## src/rtl/gate_exerciser.sv

```systemverilog
// rtl/gate_exerciser.sv - clocked sweep-and-compare checker for small combinational gates
// Drives every input vector in ascending order, samples the gate after SETTLE cycles, tallies mismatches.
module gate_exerciser #(
  parameter int                    N_IN   = 2,
  parameter logic [2**N_IN-1:0]    TRUTH  = 4'b0111,
  parameter int                    SETTLE = 1
) (
  input  logic              clk,
  input  logic              rst_n,
  input  logic              start,
  output logic [N_IN-1:0]   stim,
  input  logic              dut_out,
  output logic              busy,
  output logic              done,
  output logic              pass,
  output logic [N_IN:0]     err_count,
  output logic              fail_valid,
  output logic [N_IN-1:0]   first_fail_vec
);

  typedef enum logic [1:0] {IDLE, HOLD, CHECK, DONE} state_t;

  localparam logic [N_IN-1:0] VEC_LAST = '1;
  localparam logic [3:0]      CNT_LAST = 4'(SETTLE - 1);

  state_t          state;
  logic [N_IN-1:0] vec;
  logic [3:0]      cnt;
  logic            mismatch;
  logic [N_IN:0]   err_next;

  // Case inequality so an X/Z from the gate is flagged in simulation.
  always_comb begin
    mismatch = 1'b0;
    err_next = err_count;
    mismatch = (dut_out !== TRUTH[vec]);
    err_next = err_count + {{N_IN{1'b0}}, mismatch};
  end

  always_ff @(posedge clk) begin
    if (!rst_n) begin
      state          <= IDLE;
      vec            <= '0;
      cnt            <= '0;
      stim           <= '0;
      busy           <= 1'b0;
      done           <= 1'b0;
      pass           <= 1'b0;
      err_count      <= '0;
      fail_valid     <= 1'b0;
      first_fail_vec <= '0;
    end else begin
      case (state)
        IDLE, DONE: begin
          if (start) begin
            err_count      <= '0;
            fail_valid     <= 1'b0;
            first_fail_vec <= '0;
            done           <= 1'b0;
            pass           <= 1'b0;
            vec            <= '0;
            stim           <= '0;
            cnt            <= '0;
            busy           <= 1'b1;
            state          <= HOLD;
          end
        end
        HOLD: begin
          if (cnt == CNT_LAST) state <= CHECK;
          else                 cnt   <= cnt + 1'b1;
        end
        CHECK: begin
          err_count <= err_next;
          if (mismatch && !fail_valid) begin
            fail_valid     <= 1'b1;
            first_fail_vec <= vec;
          end
          if (vec == VEC_LAST) begin
            // pass uses the post-compare count so the last vector is included.
            state <= DONE;
            busy  <= 1'b0;
            done  <= 1'b1;
            pass  <= (err_next == '0);
            stim  <= '0;
          end else begin
            vec   <= vec + 1'b1;
            stim  <= vec + 1'b1;
            cnt   <= '0;
            state <= HOLD;
          end
        end
        default: state <= IDLE;
      endcase
    end
  end

endmodule

```

## config.mk

```make
export PLATFORM = sky130hd
export DESIGN_NAME = gate_exerciser
export DESIGN_NICKNAME = d
export VERILOG_FILES = /design/src/rtl/gate_exerciser.sv
export SDC_FILE = /design/constraint.sdc
export NUM_CORES = 1
export LEC_CHECK = 0
export ABC_CLOCK_PERIOD_IN_PS = 1750
export CAP_MARGIN = 20
export CORE_MARGIN = 2
export CORE_UTILIZATION = 30
export DETAILED_ROUTE_END_ITERATION = 7
export DONT_BUFFER_PORTS = 1
export PLACE_DENSITY_LB_ADDON = 0.3
export SLEW_MARGIN = 10
export SYNTH_ARGS = -nofsm -noshare
export SYNTH_HDL_FRONTEND = slang
export SYNTH_SLANG_ARGS = --single-unit
```

## constraint.sdc

```tcl
create_clock -name clk -period 1.75 [get_ports clk]
set_clock_uncertainty 0.05 [all_clocks]
set_input_delay 0.525 -clock clk [delete_from_list [all_inputs] [get_ports clk]]
set_output_delay 0.525 -clock clk [all_outputs]
set_load 0.005 [all_outputs]
```

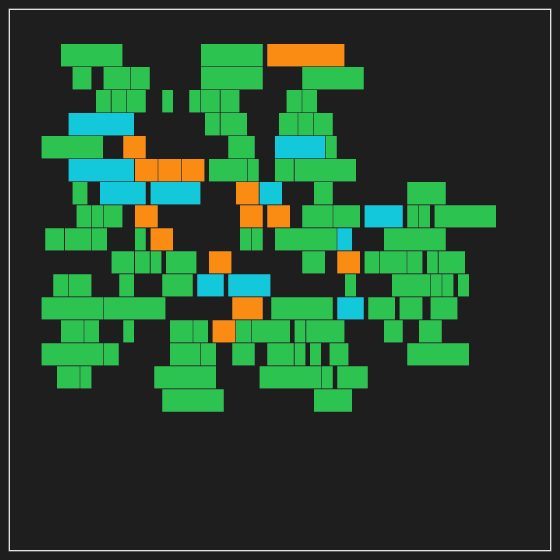
(cells by drive strength)
x3 and x4 -> orange  # cells 14, share 11%
x1 and smaller -> green  # cells 101, share 80%
x2 -> cyan  # cells 11, share 8.7%
Non-clock buffers: 9
worst setup margin: 92.5 ps

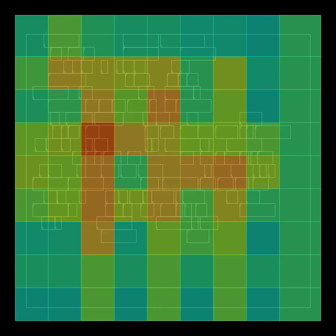
(routing congestion map)
met2 Use GR: 0.202
final design utilization: 0.357

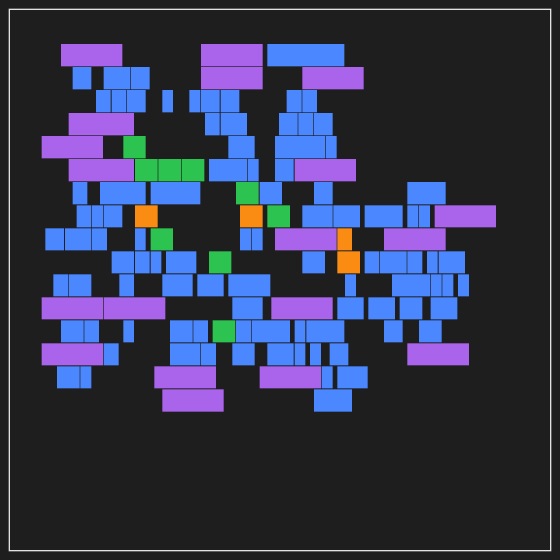
(placement by cell class)
remaining buffers and delay cells -> green  # cells 9, share of their area 5.9%
clock drivers and dummy loads -> orange  # cells 4, share of their area 2.4%
remaining logic cells -> blue  # cells 94, share of their area 58%
sequential cells -> purple  # cells 19, share of their area 33%
sequential cell area share: 0.317
final instance area: 1210 sq um
Core ar.: 3390 sq um

==> impl_metrics.json <==
{
  "status": "finished clean",
  "lay_top_cells": "dfxtp_1, nand2_1, a21oi_1, buf_4, nor2b_1",
  "dominant_cells": "logic gates",
  "topCellsByArea": "dfxtp_1, ha_1, nand2_1",
  "whs_ps": 297,
  "cap_violations": 0,
  "peakVddDrop_v": 0.000473,
  "area_growth_pct": 12.6,
  "comb_area_frac": 0.541,
  "yosysWarnings": 0,
  "hpwl_um": 1690,
  "warnings": 29,
  "dieArea_sq_um": 4070,
  "stdcell_count": 172,
  "area_share_nonclk_buffers": 0.0559,
  "cts_tree": "done",
  "gp_congestion": 0.745,
  "grt_pass1_vias": 851,
  "grt_max_degree": 31,
  "synth-edff-count": 0,
  "end_kind": "register",
  "antenna_found_initial": 0,
  "clk_share": 0.0228,
  "cts_resized": 0,
  "placed_cell_area_sq_um": 1160,
  "worstSetupEndpoint": "pass",
  "clk_pin_slew_ps": 110,
  "layout-drive-gt1-share": 0.198,
  "fp_nets": 131,
  "routed.top_layer": "met4",
  "hold_depth": 1,
  "grt_overflow_total": 0,
  "combGateArea_sq_um": 654,
  "numSynthFlops": 19,
  "place_ws_ps": 52.3,
  "seq_area_sq_um": 383,
  "initial_utilization": 0.317,
  "holdBufCountCts": 0,
  "wl_met1_um": 1030,
  "report.power.total_mw": 0.948,
  "cts_buffers": 3,
  "root_buffer": "clkbuf_4",
  "r2r-start": "vec[0]",
  "p_leak_nw": 0.439,
  "drv_slew": 0,
  "p_int_mw": 0.657,
  "dieWidth_um": 63.8,
  "whs_endpoint": "busy",
  "cp_top_family": "adder cells",
  "wl_met3_um": 103,
  "h-tree-depth": 1,
  "rows": 21,
  "worstHoldStart": "rst_n",
  "clk-power_mw": 0.221,
  "clock-sinks": 19,
  "synth.avg_cell_area_sq_um": 9.02,
  "yosysMostFrequentCell": "dfxtp_1",
  "ys_cells": 119,
  "n_all_inverters": 5,
  "reg2reg_depth": 7,
  "simple_gate_share": 0.266,
  "io_pins": 15,
  "synth_seq_share": 0.354,
  "regMostFlops": "cnt",
  "startpoint_type": "register",
  "fmax_ghz": 0.603
}
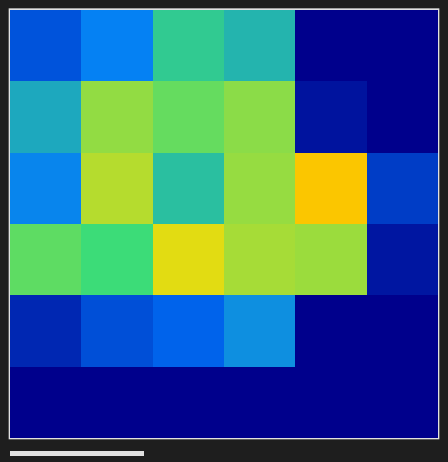
(placement density heat map)
The bar under the picture is 20 um long. 6 x 6 tiles, from dark blue (low) to red (high), 0 to 100% covered.
mean over tiles = 28%
densest ninth of the die = centre
tiles over 75% full = 2.8%

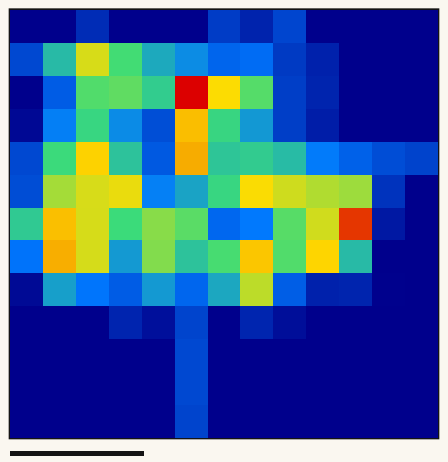
(routed metal per tile)
The bar under the picture is 20 um long. 13 x 13 tiles, from dark blue (low) to red (high), scaled to the fullest tile. Values are wire area over tile area, all layers added.
tiles over half the peak = 19%
mean over tiles = 0.085
emptiest ninth of the die = lower right
WL per Instance: 12.8 um
GRT Overall Usage: 0.121
via count: 877
Routed WL: 2210 um

